Design pace_pingpong_oup_flat, sky130hd; sources not shown.
Routing congestion map:
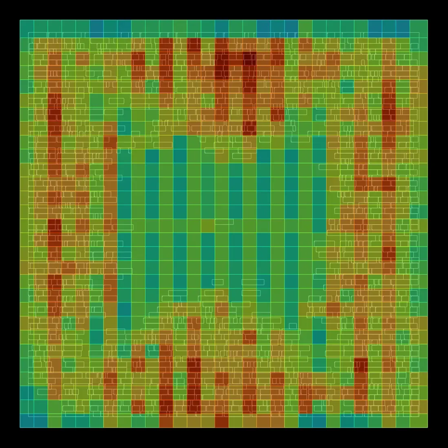
overall track demand over capacity in global routing: 19.7%
end-of-flow core utilization: 60.0%
busiest grt layer: met2

Metal layers overlaid:
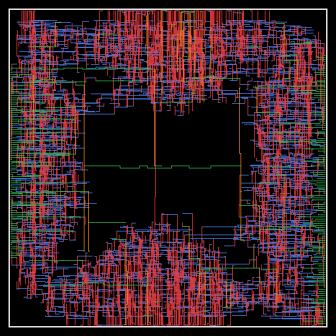
layer	color	wire length
metal 2	red	20.5 mm
metal 3	green	2850 um
metal 1	blue	16600 um
metal 4	orange	1260 um
final wirelength: 41.1 mm
average wire per standard cell: 20.0 um
vias: 10534

M2 wires:
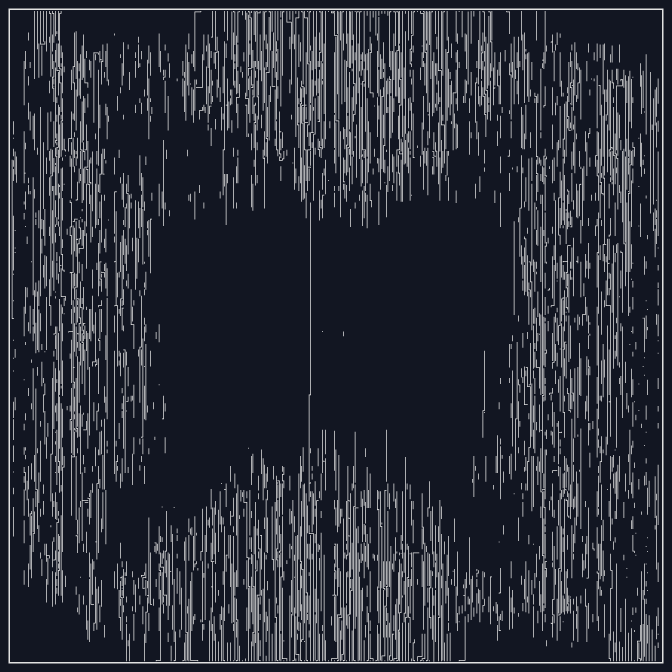
longest straight run	61.5 um
nets with wire on the layer	1526
main direction	vertical
share of all routed wire	50%
met2 track demand over resource: 33.5%

Gate-type map:
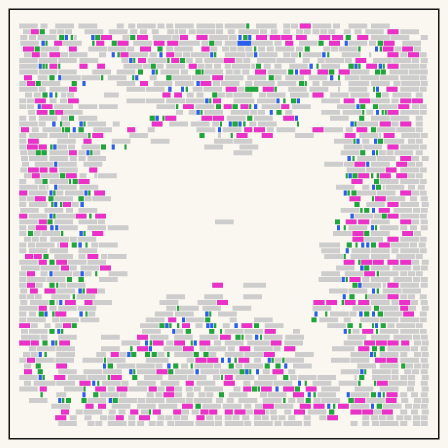
family	color	cells	most used	where
nand cells	green	261	nand2_1	spread over the die
aoi and oai cells	blue	131	o21ai_0	spread over the die
mux cells	magenta	257	mux2_4	spread over the die
number of cells in the finished layout apart from fillers: 2054
logic share of the area: 25.9%
most instantiated logic cell after routing: clkdlybuf4s50_1

Local utilization:
The die is cut into 20 by 20 equal tiles; white is low, dark blue is high, 0 to 100% covered.
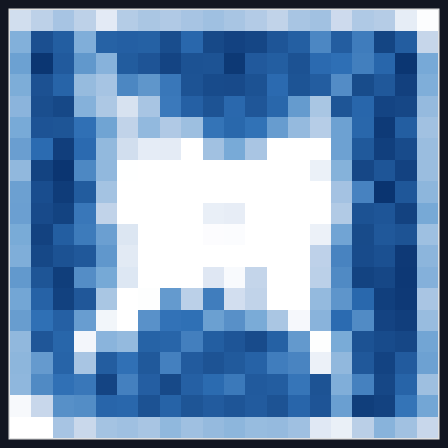
nearly empty tiles	15%
emptiest ninth of the die	center
tiles over 75% full	37%
mean over tiles	53%
fullest tile	98%
area of the core region: 36900 um^2
share of the core filled by cells before placement: 43.9%

==> results.txt <==
Notes from the flow run.

Synthesis:
- For reference, compound AND-OR and OR-AND cells occupy 4.07% of the area reported after synthesis.
- Looking at the gate-level netlist, the highest instance count belongs to dfrtp_1.
- The run puts the share of synthesized cell area in and, or, nand and nor gates at 9.26%.
- In the synthesized netlist, the cells that appear most often are 387 x dfrtp_1, 180 x mux2_4, 129 x nand2_1, 129 x o21ai_0, 128 x nand3b_1.
- In the post-synthesis netlist, the biggest area contributors are dfrtp_1 60%, mux2_4 17%, nand3b_1 5.9%, o21ai_0 4.0%, mux2_2 3.0%.
- The synthesized netlist occupies a cell area of 16200 um^2.
- The run gives the XOR/XNOR share of the synthesized area as 0%.
- The run puts the number of cells in the yosys synthesis report at 1157.
- For reference, the top logic cell family by area is multiplexers.
- The cell count after synthesis came out at 1157.

Cells and area:
- The number of antenna diodes in the final layout is 0.
- Ranking logic cells in the layout by count gives the top entries 423 x clkdlybuf4s50_1, 386 x dfrtp_1, 180 x mux2_4, 129 x o21ai_0, 129 x nand2_1.
- The run puts the fraction of final layout cells sized beyond drive strength 1 at 19.9%.
- The run gives the flip-flop count of the largest register after layout as 256.
- The run puts the number of signal-net buffers in the layout at 439.
- The run gives the sequential cell area in the final layout as 9690 um^2.
- 651 cells are multi-input combinational gates.
- The run gives the number of logic inverters in the finished layout as 2.

Clock tree:
- TritonCTS built the clock tree.
- The run gives the post-CTS setup-driven buffer insertion count as 0.
- The run gives the clock buffer count from CTS as 41.
- Clock tree synthesis found a total of 387 sinks.

Drt:
- The run gives the detailed-routing wirelength on met1 as 16.6 mm.
- After detailed routing, no signal wire sits above met4.

Power:
- Summed over all cells, the static leakage comes to 10.3 nW.
- The run puts the power share of the combinational group at 22.0%.
- The run gives the biggest power consumer among the groups as sequential cells.
- In this run switching power makes up 29.7% of total power.

Setup path:
- The run puts the worst-path maximum fanout at 93.
- STA classifies the critical path startpoint as an input port.
- The run puts the data arrival time of the critical path at 4210 ps.
- The run gives the slowest stage cell on the critical path as clkdlybuf4s50_1.
- The run gives the gate family responsible for the most delay along the worst path as buffers and inverters.
- STA classifies the critical path endpoint as an output port.
- The run puts the number of buffer and inverter stages on the critical path at 4.

STA:
- The worst path needs 6070 ps of the cycle, external delays included.
- The run gives the maximum clock frequency as 0.165 GHz.
- Setup repair after global routing left no endpoint under its margin.
- For the pin with the worst max-slew slack, the measured transition is 792 ps.

Floorplan:
- The flow inserted 504 tap cells.

Placed design:
- During placement, the flow inserted port buffers numbering 423.
- The run puts the worst slack at placement at 5890 ps.
- The run gives the cell area after placement as 20700 um^2.

Hold path:
- The run puts the number of stages on the worst hold path at 1.

Global route:
- The run puts the number of global-route vias before repair at 11480.
- The run puts the pin count of the biggest net entering global routing at 129.

Status:
- The flow ran to the end, and the final reports show no timing, DRC or antenna violations.
Power and IR drop assume default switching activity.
